Run 1, PDN straps and rails:
Bar = 50 um. Pins as bars on the die edge. Tap cells in gray.
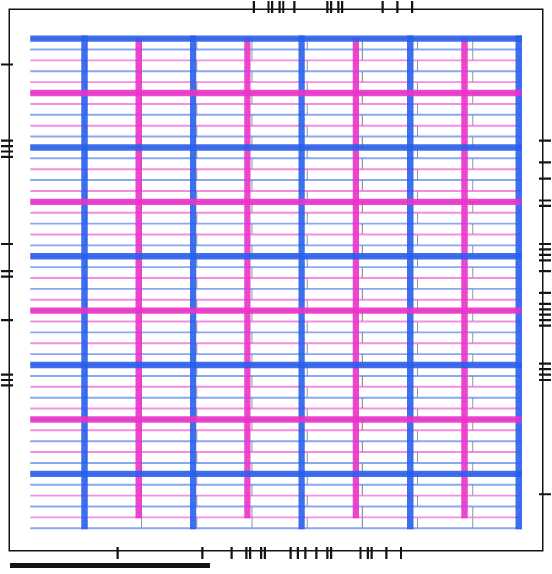
Run 1, nets reached from selected ports:
Bar = 50 um.
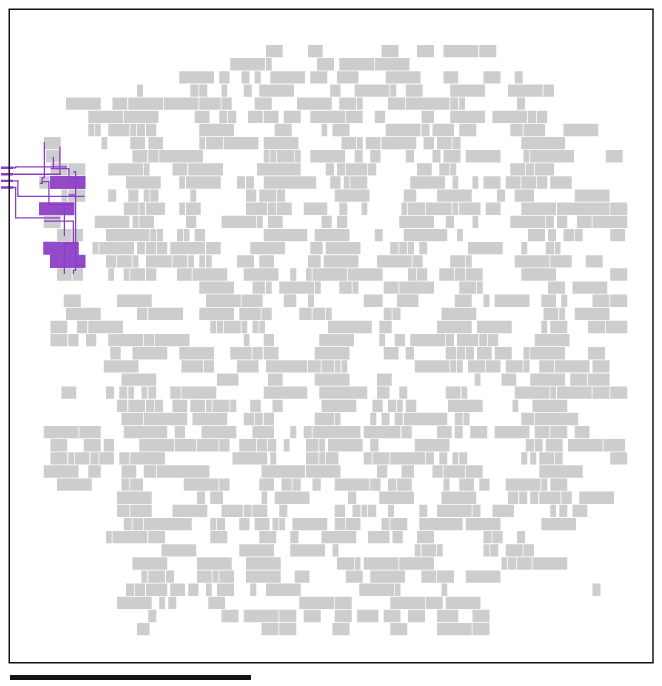
Run 1, cell outlines without signal wires:
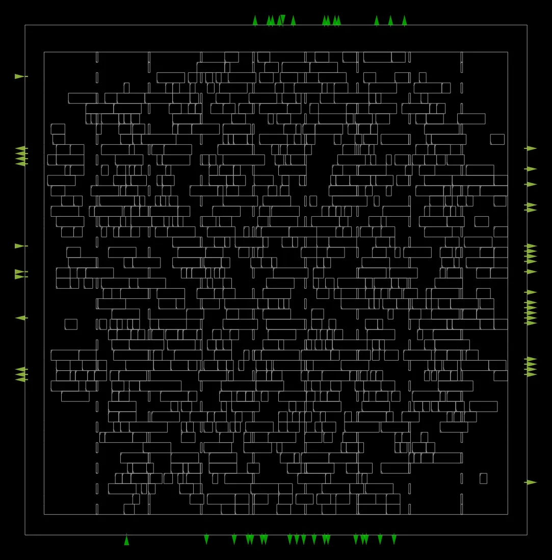
==> config.mk <==
export PLATFORM = sky130hd
export DESIGN_NAME = keypad_scanner
export DESIGN_NICKNAME = d
export VERILOG_FILES = /design/src/rtl/keypad_pkg.sv /design/src/rtl/sync_2ff.sv /design/src/rtl/keypad_scanner.sv
export SDC_FILE = /design/constraint.sdc
export NUM_CORES = 1
export LEC_CHECK = 0
export CAP_MARGIN = 25
export CORE_AREA = 5 5 128 130
export CTS_BUF_LIST = sky130_fd_sc_hd__clkbuf_16
export CTS_CLUSTER_DIAMETER = 60
export DETAILED_ROUTE_END_ITERATION = 10
export DIE_AREA = 0 0 133 135
export GPL_TIMING_DRIVEN = 0
export PLACE_DENSITY = 0.56
export REMOVE_ABC_BUFFERS = 1
export SYNTH_ARGS = -nofsm -noshare
export SYNTH_HDL_FRONTEND = slang
export SYNTH_HIERARCHICAL = 1
export SYNTH_SLANG_ARGS = --single-unit
==> constraint.sdc <==
create_clock -name clk -period 2.45 [get_ports clk]
set_clock_uncertainty 0.15 [all_clocks]
set_input_delay 0.6125 -clock clk [delete_from_list [all_inputs] [get_ports clk]]
set_output_delay 0.6125 -clock clk [all_outputs]
set_load 0.05 [all_outputs]
==> results.cfg <==
; synthesis and place-and-route metrics
[clock_network]
clock-root-buffer = clkbuf_16
cts.path.max_buffers = 2
cts_tree = done
clk_pin_slew_ns = 0.06
cts_htree_levels = 4
holdBufCountCts = 0
insertion_delay_ns = 0.42
clkSinkCount = 146
cts_inserted_buffers = 17

[pwr]
leakage_nw = 3.097
switching_share_pct = 20.89
p_int_mw = 3.995
vdd_drop_max_v = 0.0005092
comb_power_share_pct = 1.2
power.total_mw = 5.050
switching_power_mw = 1.055
power_frac_clock_pct = 51.4
power.density_mw_per_mm2 = 675.8
seqPwrFrac_pct = 47.4

[final_timing]
rsz0062_at_grt = false
hold_violations = 0
finalClockPeriodUsage_pct = 97.97
period_needed_ns = 2.400
tightest_slew_ns = 0.7902
fmax_ghz = 0.4166
drv_slew = 0
setup_violations = 0
relSlewSlack_pct = 47.08

[yosys]
netlist_instances = 627
synth_compound_gate_area_share_pct = 7.678
synth_seq_share_pct = 48.09
yosysWarnings = 6
yosysChipArea_sq_mm = 0.006078
mux_area_share_pct = 4.776
synth_flops = 146
simple_gate_share_pct = 27.91
fa_ha_area_share_pct = 4.529
synth-edff-count = 0
synth.cell_area_sq_mm = 0.006078
logic_family = simple AND/OR/NAND/NOR gates
avgSynthCellArea_sq_um = 9.694
xor_share_pct = 4.035
ys_types = 58
synthFlopType = dfxtp_1
ys_cells = 627
synthArstFlopShare_pct = 0

[cells_and_area]
largest_reg_flops = 48
finalNetCount = 710
final_cells = 883
fin_area_sq_mm = 0.007473
drive_above_1_share_pct = 8.921
insertedDiodeCount = 0
area_growth_pct = 22.95
fill_cells = 1394

[detailed_routing]
drtIter0Drc = 288
wl_per_cell_um = 14.51
drtAntennaViolNets = 0
firstDrtPassIters = 5
wl_um = 12820
vias = 4491
drc = 0
vias_per_cell = 5.086

[floorplan]
fp_util_pct = 40.43
dieArea_sq_mm = 0.01796

[placement]
gp_congestion = 0.7133
place_inst = 849
post-dp-hpwl_um = 8472
placed_cell_area_sq_mm = 0.006833

[critical_path]
critPathMaxFanout = 5
cp-end-kind = output pin
start_kind = flop
path_class = flop to output pin
cp_num_buf_inv = 1
critPathTopFamily = buffers and inverters
reg2reg_depth = 7
critical_path_depth = 1
cp.required_ns = 1.69
crit_path_cell_trace = clkdlybuf4s50_1
slowest_stage = clkdlybuf4s50_1
cp.arrival_ns = 1.64
ff2ff_setup_slack_ns = 0.24
slowest_delay_ns = 0.83

[global_route]
grtUsageTotal_pct = 14.74
grt_max_degree = 61
grt_pass1_wl_um = 21290
antenna_found_initial = 0
first_global_vias = 4348
overflow = 0

[run]
warnings = 29
drv_cap = 0

[worst_hold_path]
holdPathStages = 1
hold_class = flop to flop

[outcome]
outcome = finished clean
Notes on 'PDN straps and rails' above:
Key: VSS = blue; VDD = magenta
46 met1 rails follow the rows. The core has 45 rows. 188 tap cells. 9 straps on met5.
DIE HEIGHT: 135 um
core area: 0.01503 sq mm
Die Span X: 133 um

Notes on 'nets reached from selected ports' above:
Key: row_n = purple [bits 4, direction output, edge left, end cells 4, buffers 4, wire 145 um]
IO buf count: 63
IO Count: 64

Notes on 'cell outlines without signal wires' above:
post-layout util: 49.71%
Tapcells: 188
Cell Rows: 45
flop share of the area: 39.16%

## run 1: cell usage after synthesis (3+ instances only)
cell type | n | area [sq um]
dfxtp_1 | 146 | 2923
nor2_1 | 88 | 330.3
mux2i_1 | 29 | 290.3
a21oi_1 | 27 | 135.1
nand2_1 | 27 | 101.4
nand3_1 | 24 | 120.1
nor2b_1 | 24 | 150.1
ha_1 | 22 | 275.3
nor3_1 | 22 | 110.1
xnor2_1 | 21 | 183.9
nand2b_1 | 20 | 125.1
o21ai_0 | 18 | 90.09
clkbuf_1 | 17 | 63.81
and3b_1 | 16 | 140.1
and4b_1 | 15 | 150.1
a211oi_1 | 12 | 90.09
buf_2 | 8 | 40.04
nand4b_1 | 8 | 70.07
or2_1 | 8 | 50.05
and3_1 | 7 | 43.79
xor2_1 | 7 | 61.31
nand3b_1 | 5 | 37.54
nand4_1 | 5 | 31.28
nor2_2 | 5 | 31.28
a211oi_2 | 4 | 50.05
buf_6 | 4 | 45.04
a211o_1 | 3 | 26.28
and2_1 | 3 | 18.77
inv_1 | 3 | 11.26
## run 1: power by group through the flow
stage / logic (mW) / registers [mW] / clock network [mW]
floorplan: 0.0165 / 2.44 / 0
global placement: 0.0575 / 2.45 / 0
detailed placement: 0.0612 / 2.45 / 0
CTS: 0.0615 / 2.39 / 2.66
global route: 0.0679 / 2.39 / 2.77
finish: 0.0603 / 2.39 / 2.60
## run 1: final cells by class
class                   count  area, sq um  area share (%)
repair buffers             67        729.5           9.761
clock buffers              17        425.4           5.692
flip-flops and latches    146         2927           39.16
inverters                   3        11.26          0.1507
well taps                 188        235.2           3.148
clock inverters            15        163.9           2.193
multi-input cells         447         2982           39.90
## run 1: timing repair
action | 4_1_cts | 5_1_grt
setup buffers | 1 | 1
gates resized | 11 | 9
setup endpoints to repair | 7 | 19
pin swaps | 0 | 0
## run 1: per-stage QoR
stage               TNS (ns)  setup slack (ns)  hold WS, ns
finish                     0           0.04980       0.2513
global placement     -345.39            -4.127       0.2416
global route               0         0.0004504       0.2783
detailed placement   -0.2984           -0.1794       0.2371
floorplan             -60.44            -1.277       0.2332
CTS                        0          0.004869       0.2515
## run 1: layer usage
metal / share of wire, % / up-vias / track usage [%]
met5: 0 / - / 0
met4: 1.3 / 0 / 5.831
met3: 3.8 / 16 / 4.247
met2: 48 / 74 / 23.98
met1: 47 / 2110 / 18.46
li1: - / 2291 / -
## run 1: worst reg2reg max path, cell delays in order (launching register included)
cell,delay [ns]
dfxtp_4,0.42
buf_16,0.24
nand4b_2,0.19
o22ai_2,0.13
or3_4,0.44
nor4_4,0.35
nand2_2,0.09
a21oi_2,0.14
## run 1: cells in the final DEF (no fill, tap or decap), drive strengths merged, types with 7 or more instances in the layout
master         instances
nor3                  22
a21oi                 28
and4b                 16
clkbuf                17
ha                    22
and3                   7
nand4b                 9
and3b                 16
dlymetal6s2s           8
nand3                 25
a211oi                16
mux2i                 29
clkdlybuf4s50         47
o21ai                 19
nor2                  93
nand2                 28
nand2b                21
dfxtp                146
nor2b                 26
xor2                   7
xnor2                 21
or2                    9
Power is estimated from default activity; no workload was simulated.
